==> src/rtl/mem_stage_lsu_if.sv <==
// Data-bus handshake between the memory stage and the data memory.
// req/gnt issue the request; rvalid/rdata return load data.
interface mem_stage_lsu_if;
  logic        req;
  logic        we;
  logic [31:0] addr;
  logic [31:0] wdata;
  logic [3:0]  be;
  logic        gnt;
  logic        rvalid;
  logic [31:0] rdata;

  modport master (
    output req, we, addr, wdata, be,
    input  gnt, rvalid, rdata
  );

  modport slave (
    input  req, we, addr, wdata, be,
    output gnt, rvalid, rdata
  );
endinterface

==> src/rtl/mem_stage_lsu.sv <==
// MEM stage: aligns stores, extends loads, and stalls the pipeline while a
// req/gnt/rvalid data-bus access is in flight.
module mem_stage_lsu (
  input  logic                    clk,
  input  logic                    rst,
  input  logic                    ex_valid,
  input  logic [31:0]             ex_alu_o,
  input  logic [31:0]             ex_rs2_data,
  input  logic [4:0]              ex_rd,
  input  logic [2:0]              ex_funct3,
  input  logic                    ex_mem_read,
  input  logic                    ex_mem_write,
  input  logic                    ex_mem2reg,
  input  logic                    ex_regs_write,
  mem_stage_lsu_if.master         dbus,
  output logic [31:0]             me_mem_data,
  output logic [31:0]             me_alu_o,
  output logic [4:0]              me_rd,
  output logic                    me_mem2reg,
  output logic                    me_regs_write,
  output logic                    mem_stall,
  output logic                    mem_err
);

  localparam int unsigned XLEN = 32;
  localparam int unsigned BEW  = XLEN / 8;

  typedef enum logic [1:0] {IDLE, REQ, WAIT, DONE} state_e;

  state_e            state_q;
  logic              req_q;
  logic              we_q;
  logic [XLEN-1:0]   addr_q;
  logic [XLEN-1:0]   wdata_q;
  logic [BEW-1:0]    be_q;
  logic [XLEN-1:0]   mdata_q;
  logic [1:0]        off_q;
  logic [2:0]        f3_q;

  logic              is_half;
  logic              is_word;
  logic              load_f3_bad;
  logic              store_f3_bad;
  logic              misaligned;
  logic              illegal;
  logic              mem_op;
  logic              start;
  logic [BEW-1:0]    st_be;
  logic [XLEN-1:0]   st_wdata;
  logic [7:0]        lane_byte;
  logic [15:0]       lane_half;
  logic [XLEN-1:0]   ld_data;

  // Legality decode of the instruction currently in EX/MEM
  always_comb begin
    is_half      = (ex_funct3[1:0] == 2'b01);
    is_word      = (ex_funct3[1:0] == 2'b10);
    load_f3_bad  = (ex_funct3 == 3'b011) || (ex_funct3 == 3'b110) || (ex_funct3 == 3'b111);
    store_f3_bad = ex_funct3[2] || (ex_funct3[1:0] == 2'b11);
    misaligned   = (is_half && ex_alu_o[0]) || (is_word && (ex_alu_o[1:0] != 2'b00));
    illegal      = ex_valid && ((ex_mem_read && ex_mem_write)
                             || (ex_mem_read && load_f3_bad)
                             || (ex_mem_write && store_f3_bad)
                             || ((ex_mem_read || ex_mem_write) && misaligned));
    mem_op       = ex_valid && (ex_mem_read ^ ex_mem_write);
    start        = mem_op && !illegal;
  end

  // Store lane replication and byte enables; loads request the full word
  always_comb begin
    st_be    = 4'b1111;
    st_wdata = ex_rs2_data;
    if (ex_mem_write) begin
      case (ex_funct3[1:0])
        2'b00: begin
          st_be    = BEW'(4'b0001 << ex_alu_o[1:0]);
          st_wdata = {4{ex_rs2_data[7:0]}};
        end
        2'b01: begin
          st_be    = ex_alu_o[1] ? 4'b1100 : 4'b0011;
          st_wdata = {2{ex_rs2_data[15:0]}};
        end
        default: ;
      endcase
    end
  end

  // Load lane extraction uses the offset and size captured at issue
  always_comb begin
    lane_byte = 8'(dbus.rdata >> {off_q, 3'b000});
    lane_half = 16'(dbus.rdata >> {off_q[1], 4'b0000});
    case (f3_q[1:0])
      2'b00:   ld_data = {{24{lane_byte[7] & ~f3_q[2]}}, lane_byte};
      2'b01:   ld_data = {{16{lane_half[15] & ~f3_q[2]}}, lane_half};
      default: ld_data = dbus.rdata;
    endcase
  end

  always_ff @(posedge clk) begin
    if (rst) begin
      state_q <= IDLE;
      req_q   <= 1'b0;
      we_q    <= 1'b0;
      addr_q  <= '0;
      wdata_q <= '0;
      be_q    <= '0;
      mdata_q <= '0;
      off_q   <= '0;
      f3_q    <= '0;
    end else begin
      case (state_q)
        IDLE: begin
          if (start) begin
            addr_q  <= {ex_alu_o[31:2], 2'b00};
            we_q    <= ex_mem_write;
            wdata_q <= st_wdata;
            be_q    <= st_be;
            off_q   <= ex_alu_o[1:0];
            f3_q    <= ex_funct3;
            req_q   <= 1'b1;
            state_q <= REQ;
          end
        end
        REQ: begin
          if (dbus.gnt) begin
            req_q   <= 1'b0;
            state_q <= we_q ? DONE : WAIT;
          end
        end
        WAIT: begin
          if (dbus.rvalid) begin
            mdata_q <= ld_data;
            state_q <= DONE;
          end
        end
        DONE:    state_q <= IDLE;
        default: state_q <= IDLE;
      endcase
    end
  end

  // DONE drops the stall for one cycle so the pipeline advances exactly once
  always_comb begin
    mem_stall     = !rst && (((state_q == IDLE) && start) || (state_q == REQ) || (state_q == WAIT));
    mem_err       = !rst && (state_q == IDLE) && illegal;
    me_regs_write = !rst && ex_valid && ex_regs_write && !mem_stall && !illegal;
  end

  assign dbus.req    = req_q;
  assign dbus.we     = we_q;
  assign dbus.addr   = addr_q;
  assign dbus.wdata  = wdata_q;
  assign dbus.be     = be_q;
  assign me_mem_data = mdata_q;
  assign me_alu_o    = ex_alu_o;
  assign me_rd       = ex_rd;
  assign me_mem2reg  = ex_mem2reg;

endmodule

==> src/flat_wrapper.sv <==
// flat-port wrapper written by rule: the top's interface ports become plain ports
module mem_stage_lsu_flat 
  (clk, rst, ex_valid, ex_alu_o, ex_rs2_data, ex_rd, ex_funct3, ex_mem_read, ex_mem_write, ex_mem2reg, ex_regs_write, me_mem_data, me_alu_o, me_rd, me_mem2reg, me_regs_write, mem_stall, mem_err, dbus_req, dbus_we, dbus_addr, dbus_wdata, dbus_be, dbus_gnt, dbus_rvalid, dbus_rdata);
  mem_stage_lsu_if dbus_i ();
  input  logic clk;
  input  logic rst;
  input  logic ex_valid;
  input  logic [31:0] ex_alu_o;
  input  logic [31:0] ex_rs2_data;
  input  logic [4:0] ex_rd;
  input  logic [2:0] ex_funct3;
  input  logic ex_mem_read;
  input  logic ex_mem_write;
  input  logic ex_mem2reg;
  input  logic ex_regs_write;
  output logic [31:0] me_mem_data;
  output logic [31:0] me_alu_o;
  output logic [4:0] me_rd;
  output logic me_mem2reg;
  output logic me_regs_write;
  output logic mem_stall;
  output logic mem_err;
  output wire logic [$bits(dbus_i.req)-1:0] dbus_req;
  output wire logic [$bits(dbus_i.we)-1:0] dbus_we;
  output wire logic [$bits(dbus_i.addr)-1:0] dbus_addr;
  output wire logic [$bits(dbus_i.wdata)-1:0] dbus_wdata;
  output wire logic [$bits(dbus_i.be)-1:0] dbus_be;
  input wire logic [$bits(dbus_i.gnt)-1:0] dbus_gnt;
  input wire logic [$bits(dbus_i.rvalid)-1:0] dbus_rvalid;
  input wire logic [$bits(dbus_i.rdata)-1:0] dbus_rdata;
  assign dbus_req = dbus_i.req;
  assign dbus_we = dbus_i.we;
  assign dbus_addr = dbus_i.addr;
  assign dbus_wdata = dbus_i.wdata;
  assign dbus_be = dbus_i.be;
  assign dbus_i.gnt = dbus_gnt;
  assign dbus_i.rvalid = dbus_rvalid;
  assign dbus_i.rdata = dbus_rdata;
  mem_stage_lsu u_core (.clk(clk), .rst(rst), .ex_valid(ex_valid), .ex_alu_o(ex_alu_o), .ex_rs2_data(ex_rs2_data), .ex_rd(ex_rd), .ex_funct3(ex_funct3), .ex_mem_read(ex_mem_read), .ex_mem_write(ex_mem_write), .ex_mem2reg(ex_mem2reg), .ex_regs_write(ex_regs_write), .dbus(dbus_i), .me_mem_data(me_mem_data), .me_alu_o(me_alu_o), .me_rd(me_rd), .me_mem2reg(me_mem2reg), .me_regs_write(me_regs_write), .mem_stall(mem_stall), .mem_err(mem_err));
endmodule
==> config.mk <==
export PLATFORM = sky130hd
export DESIGN_NAME = mem_stage_lsu_flat
export DESIGN_NICKNAME = d
export VERILOG_FILES = /design/src/rtl/mem_stage_lsu_if.sv /design/src/rtl/mem_stage_lsu.sv /design/src/flat_wrapper.sv
export SDC_FILE = /design/constraint.sdc
export NUM_CORES = 1
export LEC_CHECK = 0
export CORE_ASPECT_RATIO = 0.8
export CORE_MARGIN = 3
export CORE_UTILIZATION = 43
export DETAILED_ROUTE_END_ITERATION = 6
export PLACE_DENSITY = 0.8
export SLEW_MARGIN = 0
export SYNTH_ARGS = -nofsm -noshare
export SYNTH_HDL_FRONTEND = slang
export SYNTH_SLANG_ARGS = --single-unit
==> constraint.sdc <==
create_clock -name clk -period 2.25 [get_ports clk]
set_input_delay 0.45 -clock clk [delete_from_list [all_inputs] [get_ports clk]]
set_output_delay 0.45 -clock clk [all_outputs]
set_load 0.01 [all_outputs]
Fig. 1: I/O nets highlighted
Drawn at 2 px/µm.
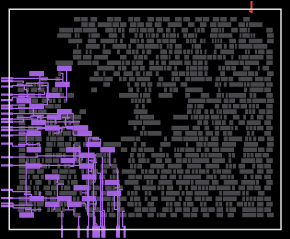
Key: purple = dbus_wdata [direction output, end cells 32, buffers 32, wire 1100 µm]; red = me_mem2reg [direction output, end cells 0, buffers 0, wire 2.30 µm]
port bufs: 241
# IOs: 256

Fig. 2: cell area per tile
Drawn at 3 px/µm. The die is cut into 14 by 11 equal tiles; dark blue is low, red is high, 0 to 100% covered.
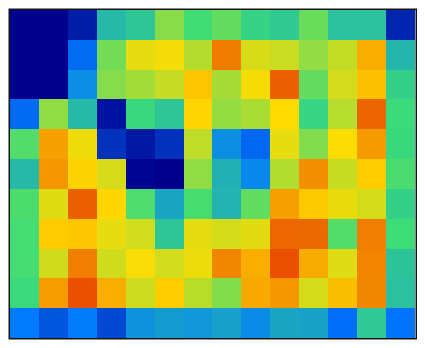
The emptiest ninth of the die: upper left. 24% of the tiles are over 75% full. The fullest tile reaches 91%.
Final Util: 0.6464
fp util: 0.4427

Fig. 3: clock wires, drivers and flops
Drawn at 3 px/µm.
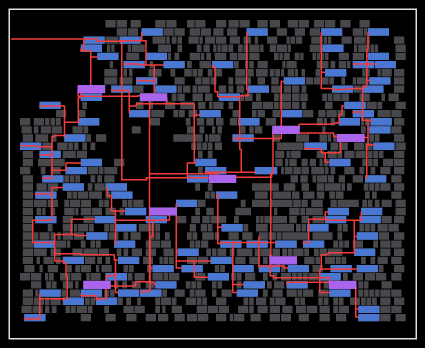
Key: purple = cells driving clock nets [count 9]; blue = flip-flops [count 107]; red = clock wires [length 1380 µm]
There are 10 routed clock nets.

Fig. 4: routing congestion map
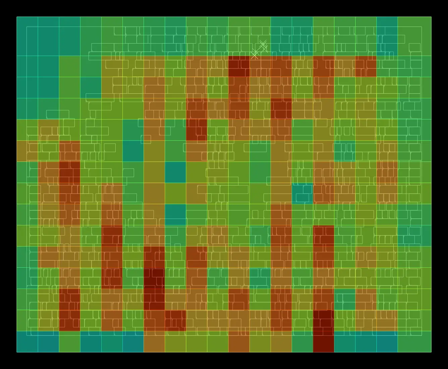
most crowded layer after global routing: met2
all-layer global routing usage: 0.2345
M2 GR Usage: 0.3793

synthesized netlist by cell type, types with 8 or more instances:
library cell | instances | area, µm²
dfxtp_1 | 107 | 2142
a21oi_1 | 100 | 500.5
o21ai_0 | 70 | 350.3
buf_4 | 59 | 442.9
nand3_1 | 58 | 290.3
nor2_1 | 38 | 142.6
mux2i_1 | 32 | 320.3
clkbuf_1 | 23 | 86.33
inv_1 | 22 | 82.58
nand2_1 | 20 | 75.07
a211oi_2 | 18 | 225.2
a211oi_1 | 16 | 120.1
buf_2 | 13 | 65.06
nor3_1 | 10 | 50.05
nand3b_1 | 8 | 60.06
worst reg2reg max path, delay by kind of cell (launching register included):
family          cells  cell delay, ps
buf+inv             2             550
flops               1             320
compound gates      3             650
simple gates        1             220
fa+ha+maj           1             130
==> flow_metrics.env <==
# flow metrics
export IMPL_wl_met2_mm=8.406
export IMPL_critPathArrivalTime_ps=1760
export IMPL_r2r_slack_ps=290
export IMPL_fillCellCount=1112
export IMPL_warnings=33
export IMPL_die_area_um2=14770
export IMPL_rr_worst_depth=7
export IMPL_flop_cell="dfxtp_1"
export IMPL_worstSkewPairLatency_ps=360
export IMPL_synth_seq_share=0.3733
export IMPL_fin_crit_ps=2207
export IMPL_numSynthFlops=107
export IMPL_clkPwrFrac=0.336
export IMPL_pg_comb_uw=1060
export IMPL_yosys_cells=677
export IMPL_drcViolationCount=7
export IMPL_nets=984
export IMPL_max_cap_violations=0
export IMPL_relSlewSlack=0.5030
export IMPL_path_common_cell="clkdlybuf4s50_1"
export IMPL_cp_depth=3
export IMPL_ys_sh_simple=0.1354
export IMPL_violations="DRC"
export IMPL_fin_tns_setup_ps=0
export IMPL_cts_root_buffer="clkbuf_16"
export IMPL_synthTopLogicFamily="AND-OR/OR-AND gates"
export IMPL_design_seq_count=107
export IMPL_cp_buffers_inverters=3
export IMPL_coreArea_um2=12960
export IMPL_synth_distinct_cells=53
export IMPL_sw_frac_of_total=0.2824
export IMPL_clockBufferDepth=2
export IMPL_clock_skew_ps=8.745
export IMPL_seqPwrFrac=0.435
export IMPL_maxPowerGroup="registers"
export IMPL_mi_logic_area_um2=2920
export IMPL_nonClkBufAreaFrac=0.3251
export IMPL_buffers=281
export IMPL_syn_to_final_growth_pct=46.03
export IMPL_hold_path_cell_count=2
export IMPL_critical_path_endpoint="me_alu_o[0]"
export IMPL_finalInstanceArea_um2=8379
export IMPL_p_total_uw=4613
export IMPL_cts_max_level=3
export IMPL_internal_power_uw=3310
export IMPL_slowest_stage="clkdlybuf4s50_1"
export IMPL_status="complete, but fails checks"
export IMPL_largest_class="multi-input combinational cells"
export IMPL_final_hold_viol_count=0
export IMPL_met3_length_mm=1.502
export IMPL_startpoint_type="input pin"
export IMPL_tightest_slew_ps=745.6
export IMPL_holdBufCountCts=0
export IMPL_cts_setup_buffers=2
export IMPL_p_leak_uw=0.002949
export IMPL_cts_buffers_inserted=9
export IMPL_cts_repair_resize_count=27
export IMPL_synth_xor_area_share=0.002835
export IMPL_path_max_fanout=5
export IMPL_hpwl_mm=12.33
export IMPL_powerDensity_nw_per_um2=550.5
export IMPL_grt_pass1_wl_mm=27.87
export IMPL_post_route_period_util=0.9810
export IMPL_hold_class="register to register"
export IMPL_routedWlPerCell_um=17.02
export IMPL_fp_row_count=37
export IMPL_drt_iter0_drc=313
export IMPL_fa_ha_area_frac=0.01090
export IMPL_slowest_delay_ps=580
export IMPL_edf_count=0
export IMPL_whs_ps=472.5
export IMPL_use_met1=0.2999
export IMPL_irDropWorstVdd_uv=360.4
export IMPL_logic_gates=445
export IMPL_drv_slew=0
export IMPL_syn_area_um2=5738
export IMPL_fmax_ghz=0.4531
export IMPL_required_ps=1800
